===== config.mk =====
export PLATFORM = sky130hd
export DESIGN_NAME = motion_guard
export DESIGN_NICKNAME = d
export VERILOG_FILES = /design/src/rtl/motion_guard.sv
export SDC_FILE = /design/constraint.sdc
export NUM_CORES = 1
export LEC_CHECK = 0
export ABC_AREA = 1
export CAP_MARGIN = 20
export CORE_MARGIN = 10
export CORE_UTILIZATION = 55
export CTS_CLUSTER_DIAMETER = 120
export DETAILED_ROUTE_END_ITERATION = 8
export PLACE_DENSITY = 0.77
export REMOVE_ABC_BUFFERS = 1
export SYNTH_ARGS = -nofsm -noshare
export SYNTH_HDL_FRONTEND = slang
export SYNTH_SLANG_ARGS = --single-unit

===== constraint.sdc =====
create_clock -name clk -period 3.25 [get_ports clk]
set_input_delay 0.975 -clock clk [delete_from_list [all_inputs] [get_ports clk]]
set_output_delay 0.975 -clock clk [all_outputs]
set_load 0.01 [all_outputs]

===== src/rtl/motion_guard.sv =====
// -----------------------------------------------------------------------------
// motion_guard
// Multi-channel anti-theft motion detector. When `lock` is raised the block
// waits ARM_DELAY cycles and then captures a baseline from every channel on the
// next valid sample. While armed, it raises a latched alarm when any channel
// differs from its baseline by at least THRESH for DEBOUNCE consecutive valid
// samples. In alarm, the active-low buzzer toggles every BEEP_HALF cycles.
//
// Ports:
//   clk          in   system clock
//   rst_n        in   synchronous, active-low reset
//   sample       in   N_CH*W, channel i at bits [i*W +: W] (unsigned)
//   sample_valid in   one-cycle strobe, `sample` valid this cycle
//   lock         in   level, 1 = guarding requested
//   armed        out  1 while in ARMED
//   safety       out  0 safe, 1 alarm (registered)
//   trip_mask    out  N_CH, channels at DEBOUNCE when the alarm fired (latched)
//   warning_bell out  buzzer, active-low
//
// Build option: define GUARD_REARM_EN to leave ALARM automatically after
// ALARM_HOLD cycles and re-arm with a fresh baseline. Without it the alarm
// stays latched until `lock` drops and no hold counter exists.
// -----------------------------------------------------------------------------
module motion_guard #(
  parameter int N_CH       = 3,
  parameter int W          = 9,
  parameter int THRESH     = 20,
  parameter int DEBOUNCE   = 4,
  parameter int ARM_DELAY  = 50_000_000,
  parameter int BEEP_HALF  = 50_000_000,
  parameter int ALARM_HOLD = 500_000_000
) (
  input  logic              clk,
  input  logic              rst_n,
  input  logic [N_CH*W-1:0] sample,
  input  logic              sample_valid,
  input  logic              lock,
  output logic              armed,
  output logic              safety,
  output logic [N_CH-1:0]   trip_mask,
  output logic              warning_bell
);

  localparam int DW = $clog2(ARM_DELAY + 1);
  localparam int CW = $clog2(DEBOUNCE + 1);
  localparam int BW = $clog2(BEEP_HALF + 1);
  localparam logic [DW-1:0] ARM_C       = DW'(ARM_DELAY);
  localparam logic [CW-1:0] DEB_C       = CW'(DEBOUNCE);
  localparam logic [BW-1:0] BEEP_LAST_C = BW'(BEEP_HALF - 1);
  localparam logic [W-1:0]  THRESH_C    = W'(THRESH);
`ifdef GUARD_REARM_EN
  localparam int HW = $clog2(ALARM_HOLD + 1);
  localparam logic [HW-1:0] HOLD_LAST_C = HW'(ALARM_HOLD - 1);
`endif

  typedef enum logic [1:0] {
    S_DISARMED = 2'd0,
    S_ARMING   = 2'd1,
    S_ARMED    = 2'd2,
    S_ALARM    = 2'd3
  } state_t;

  state_t                    r_state, w_state_next;
  logic [DW-1:0]             r_dly, w_dly_next;
  logic [N_CH-1:0][W-1:0]    r_base, w_base_next;
  logic [N_CH-1:0][CW-1:0]   r_deb, w_deb_next;
  logic [N_CH-1:0]           r_trip, w_trip_next;
  logic [BW-1:0]             r_beep, w_beep_next;
  logic                      r_bell, w_bell_next;
  logic                      r_armed, r_safety;
`ifdef GUARD_REARM_EN
  logic [HW-1:0]             r_hold, w_hold_next;
`endif

  // Per-channel deviation and debounce update for the current sample.
  logic [N_CH-1:0][CW-1:0]   w_deb_upd;
  logic [N_CH-1:0]           w_hit;

  genvar gi;
  generate
    for (gi = 0; gi < N_CH; gi++) begin : g_ch
      logic [W-1:0]  w_smp;
      logic [W-1:0]  w_delta;
      logic [CW-1:0] w_inc;
      assign w_smp   = sample[gi*W +: W];
      // Larger minus smaller so the magnitude never wraps.
      assign w_delta = (w_smp >= r_base[gi]) ? (w_smp - r_base[gi])
                                             : (r_base[gi] - w_smp);
      assign w_inc   = (r_deb[gi] == DEB_C) ? DEB_C : (r_deb[gi] + 1'b1);
      assign w_deb_upd[gi] = (w_delta >= THRESH_C) ? w_inc : '0;
      assign w_hit[gi]     = (w_deb_upd[gi] == DEB_C);
    end
  endgenerate

  always_comb begin
    w_state_next = r_state;
    w_dly_next   = r_dly;
    w_base_next  = r_base;
    w_deb_next   = r_deb;
    w_trip_next  = r_trip;
    w_beep_next  = r_beep;
    w_bell_next  = 1'b1;
`ifdef GUARD_REARM_EN
    w_hold_next  = r_hold;
`endif

    case (r_state)
      S_DISARMED: begin
        if (lock) begin
          w_state_next = S_ARMING;
          w_dly_next   = '0;
        end
      end
      S_ARMING: begin
        // Counter saturates at ARM_DELAY; capture waits for the next strobe.
        if (r_dly != ARM_C) begin
          w_dly_next = r_dly + 1'b1;
        end else if (sample_valid) begin
          w_base_next  = sample;
          w_deb_next   = '0;
          w_state_next = S_ARMED;
        end
      end
      S_ARMED: begin
        if (sample_valid) begin
          w_deb_next = w_deb_upd;
          if (|w_hit) begin
            w_state_next = S_ALARM;
            w_trip_next  = w_hit;
            w_beep_next  = '0;
            w_bell_next  = 1'b0;
`ifdef GUARD_REARM_EN
            w_hold_next  = '0;
`endif
          end
        end
      end
      S_ALARM: begin
        if (r_beep == BEEP_LAST_C) begin
          w_beep_next = '0;
          w_bell_next = ~r_bell;
        end else begin
          w_beep_next = r_beep + 1'b1;
          w_bell_next = r_bell;
        end
`ifdef GUARD_REARM_EN
        if (r_hold == HOLD_LAST_C) begin
          w_state_next = S_ARMING;
          w_dly_next   = '0;
          w_deb_next   = '0;
          w_trip_next  = '0;
          w_bell_next  = 1'b1;
        end else begin
          w_hold_next = r_hold + 1'b1;
        end
`endif
      end
      default: w_state_next = S_DISARMED;
    endcase

    // Dropping lock wins over every other transition, including a trip.
    if (!lock && (r_state != S_DISARMED)) begin
      w_state_next = S_DISARMED;
      w_deb_next   = '0;
      w_trip_next  = '0;
      w_bell_next  = 1'b1;
    end
  end

  always_ff @(posedge clk) begin
    if (!rst_n) begin
      r_state  <= S_DISARMED;
      r_dly    <= '0;
      r_base   <= '0;
      r_deb    <= '0;
      r_trip   <= '0;
      r_beep   <= '0;
      r_bell   <= 1'b1;
      r_armed  <= 1'b0;
      r_safety <= 1'b0;
`ifdef GUARD_REARM_EN
      r_hold   <= '0;
`endif
    end else begin
      r_state  <= w_state_next;
      r_dly    <= w_dly_next;
      r_base   <= w_base_next;
      r_deb    <= w_deb_next;
      r_trip   <= w_trip_next;
      r_beep   <= w_beep_next;
      r_bell   <= w_bell_next;
      r_armed  <= (w_state_next == S_ARMED);
      r_safety <= (w_state_next == S_ALARM);
`ifdef GUARD_REARM_EN
      r_hold   <= w_hold_next;
`endif
    end
  end

  assign armed        = r_armed;
  assign safety       = r_safety;
  assign trip_mask    = r_trip;
  assign warning_bell = r_bell;

endmodule

Where the registers sit:
The bar under the picture is 50 um long. Other sequential cells in the stronger gray, the rest of the logic in the fainter gray.
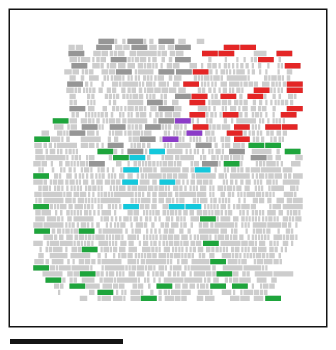
Key: r_base = green [flops 27]; r_deb = cyan [flops 9, where center]; trip_mask = purple [flops 3]; r_dly = red [flops 26]

Clock wiring as the flow saved it:
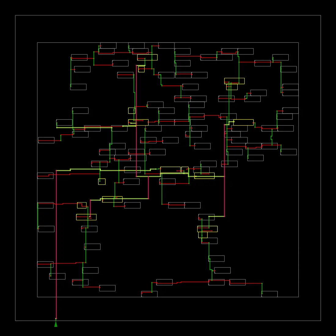
Sink Count: 96
CLK BUF: 10
flop count: 96
Clk. pwr: 1.10 mW

[cell usage in the layout, fill, tap and decap left out, drive strengths merged, types with 21 or more instances in the layout]
cell,count
nand2,347
dfxtp,96
inv,222
o21ai,46
nand4,32
nor3,21
nand3,111
nor2,97
buf,112
ha,60
a21oi,112
[state kept, by name (all words and copies together) (netlist names)]
name and flops:
armed 1, r_base 27, r_beep 26, r_deb 9, r_dly 26, r_state 2, safety 1, trip_mask 3
warning_bell 1
[worst paths after layout]
check,depth (start not counted),to
hold / removal,2,r_dly[22]
setup reg to reg,11,r_beep[22]
hold reg to reg,2,r_dly[22]
setup / recovery,20,r_beep[6]
[per-layer routing]
| metal | global-route usage, % | up-vias |
|---|---|---|
| li1 | - | 4218 |
| met1 | 24.65 | 3789 |
| met4 | 6.196 | 0 |
| met2 | 33.92 | 186 |
| met3 | 2.705 | 22 |
| met5 | 0 | - |
[power by group through the flow]
stage	Combinational (mW)	Clock [mW]	Sequential (mW)
floorplan	0.257	0	1.21
detailed placement	0.441	0	1.21
global placement	0.434	0	1.21
global route	0.575	1.15	1.18
CTS	0.465	1.11	1.18
finish	0.521	1.10	1.18
[layout make-up]
cell class	instances	share of cell area (%)
Clock buffer	10	2.327
Clock inverter	6	0.5482
Inverter	218	7.992
Multi-Input combinational cell	897	56.07
Sequential cell	96	18.71
Tap cell	180	2.193
Timing Repair Buffer	148	12.16
[worst max-delay path: stages]
cell and delay, ns:
clkdlybuf4s50_1 0.49, inv_2 0.06, ha_4 0.30, nand2_2 0.08, nor2_2 0.14, buf_4 0.13, nand2_1 0.08, nand3_1 0.09
nand2_1 0.05, nor2_1 0.10, nand2_1 0.06, nand2_1 0.07, nand2_2 0.08, nand3_4 0.08, nand2_4 0.06, inv_4 0.07
nand2_8 0.12, nand2_8 0.14, nand3_2 0.09, a21oi_2 0.15
[what timing repair did]
| item | 4_1_cts | 5_1_grt |
|---|---|---|
| setup buffers | 2 | 13 |
| endpoints found under the hold margin | 0 | 0 |
| hold buffers | 0 | 0 |
| pin swaps | 15 | 41 |
| gates resized | 48 | 115 |
| endpoints found under the setup margin | 33 | 33 |
| gates cloned | 3 | 0 |
[stage by stage]
| stage | TNS [ns] | instances | hold slack, ns | cell area (sq um) |
|---|---|---|---|---|
| 6_report | 0 | 1555 | 0.4687 | 10270 |
| 5_1_grt | -1.472 | 1555 | 0.5032 | 10270 |
| 4_1_cts | 0 | 1542 | 0.4696 | 9773 |
| 3_5_place_dp | -16.22 | 1521 | 0.4564 | 9156 |
| 3_3_place_gp | -13.77 | 1521 | 0.4427 | 9156 |
| 2_1_floorplan | 0 | 1208 | 0.4252 | 7835 |
[kinds of logic after synthesis]
logic type	count (synthesis)	share of synthesized area, %
flops	96	24.11
xor+xnor	23	2.527
buf+inv	240	11.96
fa+ha+maj	66	10.93
compound gates	179	13.01
simple gates	626	37.46
==> impl_metrics.csv <==
group,metric,value,unit
setup_path,r2r_start,"r_beep[0]",
global_route,grt_usage,19.69,%
synthesis,yosys.area.top_type,"dfxtp_1",
detailed_routing,drt_first_pass_iters,6,
detailed_routing,drt_iter0_markers,547,
place,place_ws,-0.5401,ns
detailed_routing,routed.top_layer,"met4",
cells_and_area,n_antenna_cell,0,
synthesis,ys_cells,1230,
cells_and_area,final_nets,1467,
setup_path,cp-end-kind,"flop",
synthesis,synth-edff-count,0,
setup_path,worst-path-max-fanout,7,
power,seq_power_share,42.2,%
power,power,2.801,mW
detailed_routing,drc,0,
final_timing,tightest_slew,0.6621,ns
die,fp_util,56.76,%
synthesis,yosys-top-cells-count,"323 x nand2_1, 212 x inv_1, 96 x dfxtp_1",
final_timing,final_max_slew_viol_count,0,
setup_path,critPathLaunch,"sample[14]",
synthesis,ys_area,7970,sq um
cells_and_area,drive_above_1_share,25.09,%
detailed_routing,viasPerCell,5.283,
clock_tree,clock_path_buffers,2,
outcome,status,"complete, no violations",
power,ir_worst_vdd,0.2919,mV
setup_path,arrival,3.44,ns
final_timing,fmax,318.0,MHz
synthesis,yosysMostFrequentCell,"nand2_1",
die,pin_count,37,
Power figures rest on the tool's default switching activity, not on a simulated workload.
